## config.mk

```make
export PLATFORM = sky130hd
export DESIGN_NAME = decode_buffer
export DESIGN_NICKNAME = d
export VERILOG_FILES = /design/src/rtl/decode_buffer.sv
export SDC_FILE = /design/constraint.sdc
export NUM_CORES = 1
export LEC_CHECK = 0
export ABC_CLOCK_PERIOD_IN_PS = 2400
export CAP_MARGIN = 30
export CORE_MARGIN = 2
export CORE_UTILIZATION = 40
export CTS_CLUSTER_DIAMETER = 50
export DETAILED_ROUTE_END_ITERATION = 10
export PLACE_DENSITY = 0.82
export SYNTH_ARGS = -nofsm -noshare
export SYNTH_HDL_FRONTEND = slang
export SYNTH_SLANG_ARGS = --single-unit
export TNS_END_PERCENT = 50
```

## constraint.sdc

```tcl
create_clock -name clk -period 2.4 [get_ports clk]
set_input_delay 0.48 -clock clk [delete_from_list [all_inputs] [get_ports clk]]
set_output_delay 0.48 -clock clk [all_outputs]
set_load 0.1 [all_outputs]
```

## src/rtl/decode_buffer.sv

```systemverilog
// Purpose : decode buffer between fetch and execute; holds {pc, inst} in a main slot
//           plus a skid slot and presents the instruction fields combinationally from main.
// Latency : an input accepted at edge N is presented (out_valid=1) right after edge N.
// Backpr. : in_ready is registered (= !skid_valid); one extra instruction lands in skid after out_ready drops.
// Ports   : clk/rst (async, active-high); inst/pc/in_valid/in_ready from fetch; flush drops
//           everything held plus the current input; out_valid/out_ready handshake to execute;
//           out_pc/out_inst/opcode/rd/rs/rt/imm are slices of the main slot.
module decode_buffer #(
   parameter int DATA_W = 16
) (
   input  logic              clk,
   input  logic              rst,
   input  logic [DATA_W-1:0] inst,
   input  logic [DATA_W-1:0] pc,
   input  logic              in_valid,
   output logic              in_ready,
   input  logic              flush,
   output logic              out_valid,
   input  logic              out_ready,
   output logic [DATA_W-1:0] out_pc,
   output logic [DATA_W-1:0] out_inst,
   output logic [3:0]        opcode,
   output logic [3:0]        rd,
   output logic [3:0]        rs,
   output logic [3:0]        rt,
   output logic [DATA_W-1:0] imm
);

   logic              main_valid;
   logic [DATA_W-1:0] main_pc;
   logic [DATA_W-1:0] main_inst;
   logic              skid_valid;
   logic [DATA_W-1:0] skid_pc;
   logic [DATA_W-1:0] skid_inst;

   logic accept;
   logic main_free;

   // in_ready comes straight from a flop, so fetch never sees a combinational path from out_ready.
   assign in_ready  = !skid_valid;
   assign accept    = in_valid && in_ready && !flush;
   // Main can take new content when it is empty or being consumed this cycle.
   assign main_free = !main_valid || out_ready;

   always_ff @(posedge clk or posedge rst) begin
      if (rst) begin
         main_valid <= 1'b0;
         main_pc    <= '0;
         main_inst  <= '0;
         skid_valid <= 1'b0;
         skid_pc    <= '0;
         skid_inst  <= '0;
      end else if (flush) begin
         // A consume in this cycle still happened on the execute side; nothing is replayed.
         main_valid <= 1'b0;
         skid_valid <= 1'b0;
      end else if (main_free) begin
         if (skid_valid) begin
            // Skid is older than anything fetch can offer now (in_ready was 0), so it goes first.
            main_valid <= 1'b1;
            main_pc    <= skid_pc;
            main_inst  <= skid_inst;
            skid_valid <= 1'b0;
         end else if (accept) begin
            main_valid <= 1'b1;
            main_pc    <= pc;
            main_inst  <= inst;
         end else begin
            main_valid <= 1'b0;
         end
      end else if (accept) begin
         // Main is stalled; accept is only possible with skid empty.
         skid_valid <= 1'b1;
         skid_pc    <= pc;
         skid_inst  <= inst;
      end
   end

   assign out_valid = main_valid;
   assign out_pc    = main_pc;
   assign out_inst  = main_inst;
   assign opcode    = main_inst[15:12];
   assign rd        = main_inst[11:8];
   assign rs        = main_inst[7:4];
   assign rt        = main_inst[3:0];
   assign imm       = {{(DATA_W-8){main_inst[7]}}, main_inst[7:0]};

endmodule

```

**Run 1: routing congestion map**

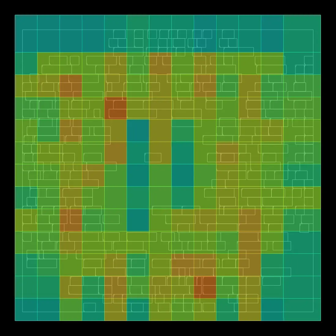
gr busiest metal: met2
met1 Usage GRT: 0.1634

**Run 1: metal 1**

Scale bar: 20 um. Supply wires on this layer in grey.
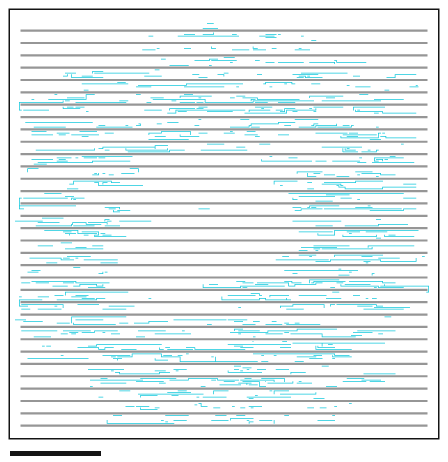
The layer holds 44% of the routed length. 266 nets have wire on it. The wires run mostly horizontal. The layer carries 2500 um of wire. The longest straight run is 25.3 um.

**Run 1: the metal 3 layer**

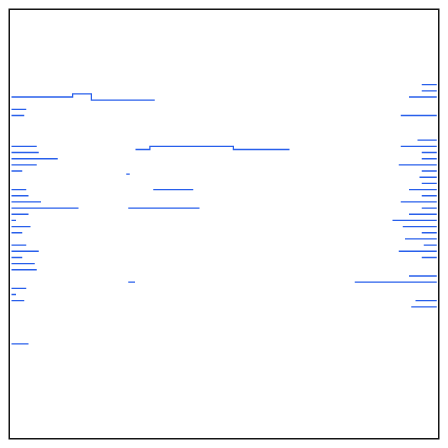
The longest straight run is 18.4 um. The wires run mostly horizontal. The layer carries 349 um of wire. 54 nets have wire on it.
met3 usage: 0.03210
Routed WL: 5.666 mm
via count: 1858

**Run 1: signal wires on met2**

Cells faint in the background.
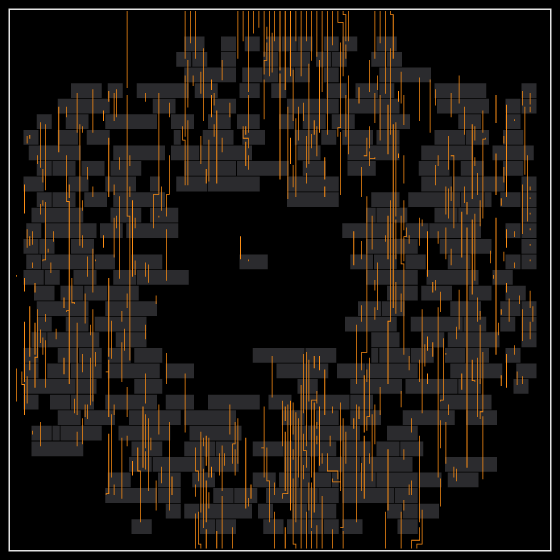
The layer carries 2770 um of wire. The layer holds 49% of the routed length. The wires run mostly vertical.
M2 GR Usage: 0.2161

==> impl_metrics.toml, run 1 <==
# yosys + openroad results
[floorplan]
core_area_mm2 = 0.007807
core_util_floorplan = 0.4178
rows = 32
die_w_um = 94.31
dieArea_mm2 = 0.008893
ios = 103
die_h_um = 94.31

[clock_tree]
numCtsBuffers = 9
cts_setup_buffers = 0
ctsHoldBuffers = 0
clock_sinks = 66
post_cts_resized = 0
cts_buffer_depth = 2
htreeDepth = 3
cts_tree = "yes"
clkLatencyLatePin_ns = 0.33
clk_pin_slew_ns = 0.07
clock-root-buffer = "clkbuf_8"

[power_and_ir_drop]
power_leader = "combinational cells"
p_per_area_mw_per_mm2 = 1130
p_leak_nw = 1.874
p_total_mw = 4.725
pg_clk_uw = 848
combPwrFrac = 0.501
p_int_mw = 2.421
powerComb_mw = 2.37
seq-power_mw = 1.51
vdd_ir_drop_max_mv = 0.5429
switching_power_mw = 2.304
clkPwrFrac = 0.180
pwr-share-seq = 0.319
switching_share = 0.4876

[synth]
synthCells = 213
xor_share = 0
synth_area_mm2 = 0.003262
synth_cell_type_count = 16
yosys.area_share.simple = 0.02186
mux_share = 0.3659
aoi_share = 0.001534
ys.flops = 66
synth_seq_share = 0.5063
synthFlopType = "dfrtp_1"
yosys_warnings = 0
fp_nets = 250
post-synth-top-count-cell = "dfrtp_1"
ys_cells = 213
top_cell_area_share = 0.5063
yosys_area_mm2 = 0.003262
yosys-top-cells-count = "dfrtp_1 (66), mux2_2 (64), buf_4 (32)"
avgSynthCellArea_um2 = 15.31
edf_count = 0
top_area_cell = "dfrtp_1"
logic_family = "multiplexers"
area_leaders = "dfrtp_1 (51%), mux2_2 (22%), mux2_4 (14%)"
adder_share = 0
async_flop_share = 1.000

[critical_path]
crit_path_cell_trace = "buf_4, inv_1, buf_12"
worst-path-buf-inv = 3
setup.worst_path.start = "skid_valid$_DFFE_PP0P_"
startpoint_type = "flip-flop"
end_kind = "output port"
r2r_start = "out_valid$_DFFE_PP0N_"
cp.depth = 3
cp_top_family = "buffers and inverters"
critPathCapture = "in_ready"
worstPathRequired_ns = 1.92
r2r_end = "skid_inst[7]$_DFFE_PP0P_"
path_max_fanout = 19
arrival_ns = 1.39
critPathMaxStageDelay_ns = 0.44
worstSetupPathType = "flip-flop to output port"
slowest_stage = "dfrtp_1"
reg2reg_depth = 4
rrSetupSlack_ns = 0.79

[flow_run]
cap_violations = 0
warning_count = 26

[layout]
n_antenna_cell = 0
layout-drive-gt1-share = 0.6259
nets = 326
fin_cells = 396
lay_top_cells = "buf_4 (67), dfrtp_1 (66), mux2_2 (64)"
area_delta_synth_final_pct = 28.23
mostFrequentLayoutCell = "buf_4"
fillCellCount = 698
post-route-util = 0.5357
finish.instance_area_mm2 = 0.004183

[routing]
first_iter_violations = 32
route.met2.wl_mm = 2.769
drc = 0
top_layer = "met4"
drt-pass1-iter-count = 4
wire_per_inst_um = 14.31
met1_length_mm = 2.504
wl_met3_um = 349
ant_nets = 0
viasPerCell = 4.692

[hold_path]
min_from = "out_pc[12]$_DFFE_PP0P_"
hold-path-endpoint = "out_pc[12]$_DFFE_PP0P_"
whs_path_depth = 1
hold_class = "flip-flop to flip-flop"

[grt]
grt_pass1_vias = 1860
grt_max_degree = 67
grt_use_total = 0.1305
antenna_found_initial = 0
grt_pass1_wl_mm = 9.025
gr-total-overflow = 0

[placement]
dp.final_hpwl_mm = 3.819
dp_slack_ns = 0.2135
gp_congestion = 0.6779
dpl_cell_area_mm2 = 0.004000
dp.cells = 380
io_buffers = 102

[sta]
final.period_utilization = 0.7809
setup_viol = 0
max_freq_mhz = 533.6
fin_crit_ns = 1.874
skew_ns = 0.01053
final.setup.worst_slack_ns = 0.5259
fin_setup_tns_ns = 0
timing.hold.ws_ns = 0.4884
rsz0062_at_grt = "no"
slew_headroom = 0.7646
drv_slew = 0
worstMarginPinSlew_ns = 0.3531
finalHoldViolCount = 0

[run_status]
outcome = "finished, final reports clean"
==> run 1: layer usage <==
metal	vias up	global-route usage
met2	58	0.2161
met5	-	0
met1	929	0.1634
li1	866	-
met3	5	0.03210
met4	0	0.05435
==> run 1: flip-flops by register name, indices dropped and copies added, names as in the netlist <==
name / cells
skid_inst: 16
skid_valid: 1
out_valid: 1
out_inst: 16
skid_pc: 16
out_pc: 16
==> run 1: final cells by class <==
type / count / area [um^2] / area share
clock buffer: 14 / 172.7 / 0.04128
sequential: 66 / 1652 / 0.3949
inverter: 2 / 7.507 / 0.001795
multi-input combinational: 103 / 1270 / 0.3036
clock inverter: 2 / 10.01 / 0.002393
timing repair buffer: 107 / 943.4 / 0.2255
tap: 102 / 127.6 / 0.03051
==> inputs of run 2 (changes only) <==
Settings changed: ABC_CLOCK_PERIOD_IN_PS 2400 to 1860.
Clock period 2.4 ns to 1.86 ns, I/O delays scaled along.
**Run 2: wire density map**

The die is cut into 19 by 19 equal tiles; dark blue is low, red is high, scaled to the fullest tile. Values are wire area over tile area, all layers added.
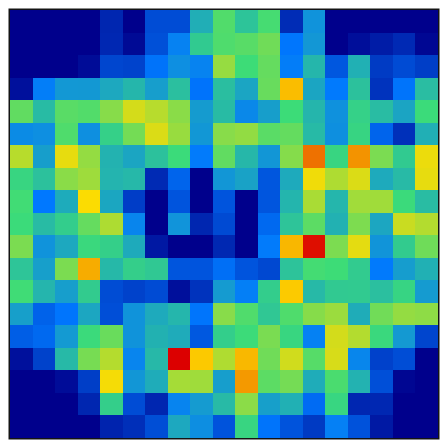
26% of the tiles are over half the peak. The fullest tile reaches 0.34. The mean over all tiles is 0.12. 13% of the tiles are nearly empty.
via count: 1882
GRT Util Overall: 0.1667
Routed WL: 6.734 mm
Avg WL per Cell: 16.88 um

**Run 2: the metal 3 layer**

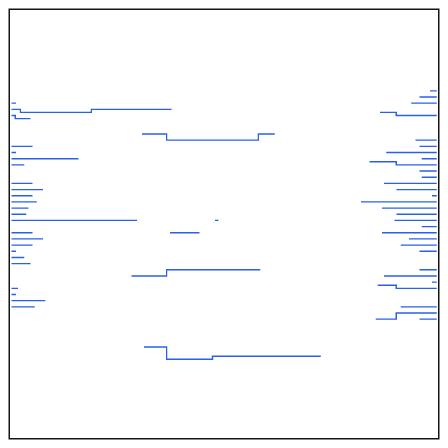
55 nets have wire on it. The wires run mostly horizontal. The layer holds 7.2% of the routed length.

**Run 2: signal wires on met2**

Cells faint in the background.
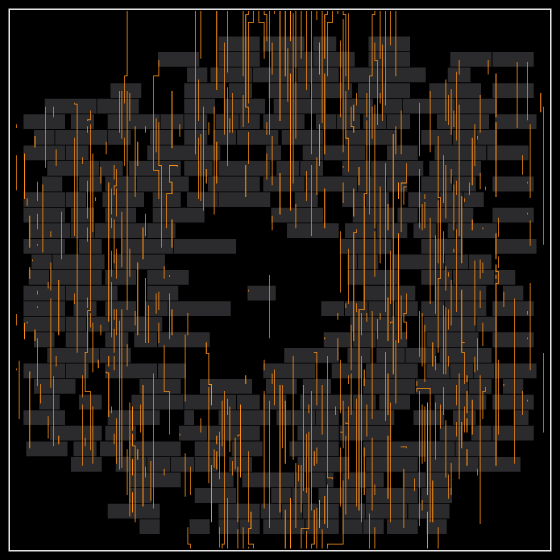
The wires run mostly vertical. The layer holds 54% of the routed length. 312 nets have wire on it. The layer carries 3640 um of wire. The longest straight run is 43.3 um.
M2 GR Usage: 0.2857

==> impl_metrics.toml, run 2 <==
# yosys + openroad results
[synth]
edf_count = 0
top_cell_area_share = 0.5063
async_flop_share = 1.000
synthFlopType = "dfrtp_1"
synth_seq_share = 0.5063
yosys-top-cells-count = "dfrtp_1 (66), mux2_2 (64), buf_4 (32)"
synth_cell_type_count = 16
yosys_warnings = 0
fp_nets = 250
ys.flops = 66
ys_cells = 213
yosys_area_mm2 = 0.003262
synthCells = 213

[sta]
timing.hold.ws_ns = 0.4852
worstMarginPinSlew_ns = 0.3385
fin_setup_tns_ns = 0
final.setup.worst_slack_ns = 0.1188
finalHoldViolCount = 0
rsz0062_at_grt = "no"
max_freq_mhz = 574.3

[critical_path]
r2r_end = "skid_inst[7]$_DFFE_PP0P_"
worstPathRequired_ns = 2.08
reg2reg_depth = 4
critPathMaxStageDelay_ns = 0.43
rrSetupSlack_ns = 0.20
setup.worst_path.start = "out_ready"
worstSetupPathType = "input pin to flip-flop"
end_kind = "flip-flop"
slowest_stage = "clkdlybuf4s50_1"
worst-path-buf-inv = 2
cp.depth = 5
r2r_start = "out_valid$_DFFE_PP0N_"

[flow_run]
warning_count = 27

[run_status]
outcome = "finished, final reports clean"

[layout]
sh_seq_area = 0.3243
mostFrequentLayoutCell = "buf_12"
post-route-util = 0.6527
bufAreaShareNonClock = 0.3499
finish.instance_area_mm2 = 0.005096
comb_area_frac = 0.2492
lay_top_cells = "buf_12 (69), dfrtp_1 (65), mux2_2 (64)"
nets = 329
clk_share = 0.04935
inverters = 2
area_delta_synth_final_pct = 56.23
ff_count = 66
layout-drive-gt1-share = 0.6397

[clock_tree]
clk_pin_slew_ns = 0.07
ctsHoldBuffers = 0
clock_sinks = 66
post_cts_resized = 1
clock-root-buffer = "clkbuf_8"
cts_setup_buffers = 0
htreeDepth = 3
numCtsBuffers = 9
cts_tree = "yes"

[placement]
dp.cells = 383
gp_congestion = 0.6681

[power_and_ir_drop]
clkPwrFrac = 0.201
p_total_mw = 7.350
combPwrFrac = 0.517
p_per_area_mw_per_mm2 = 1442
pwr-share-seq = 0.282
powerComb_mw = 3.80
switching_power_mw = 3.182
p_leak_nw = 2.206
p_int_mw = 4.168

[routing]
first_iter_violations = 17
drc = 0
viasPerCell = 4.717
ant_nets = 0

[floorplan]
die_w_um = 94.31
core_util_floorplan = 0.4178
ios = 103
core_area_mm2 = 0.007807
die_h_um = 94.31
dieArea_mm2 = 0.008893

[grt]
grt_pass1_vias = 2144
grt_pass1_wl_mm = 11.13

[hold_path]
hold_class = "input pin to asynchronous set/reset pin"
## run 2: routing by layer
metal | GRT usage | vias up | routed length (um)
li1 | - | 870 | -
met1 | 0.1946 | 946 | 2565
met2 | 0.2857 | 62 | 3639
met3 | 0.06982 | 4 | 483
met4 | 0.03986 | 0 | 44
met5 | 0 | - | 0
## run 2: kinds of logic (layout without fill, tap and decap cells)
logic type | Yosys count | count (layout) | share of synthesized area
AND-OR/OR-AND | 1 | 1 | 0.001533
buffers and inverters | 44 | 128 | 0.1043
flip-flops | 66 | 66 | 0.5063
multiplexers | 96 | 96 | 0.3659
AND/OR/NAND/NOR | 6 | 6 | 0.02186
## run 2: worst register-to-register path, cell delays in order, from the launching register on
cell and delay (ns):
dfrtp_1 0.46, nand2b_4 0.09, nor4b_4 0.31, buf_12 0.29, mux2_2 0.40
Power and IR drop assume default switching activity.
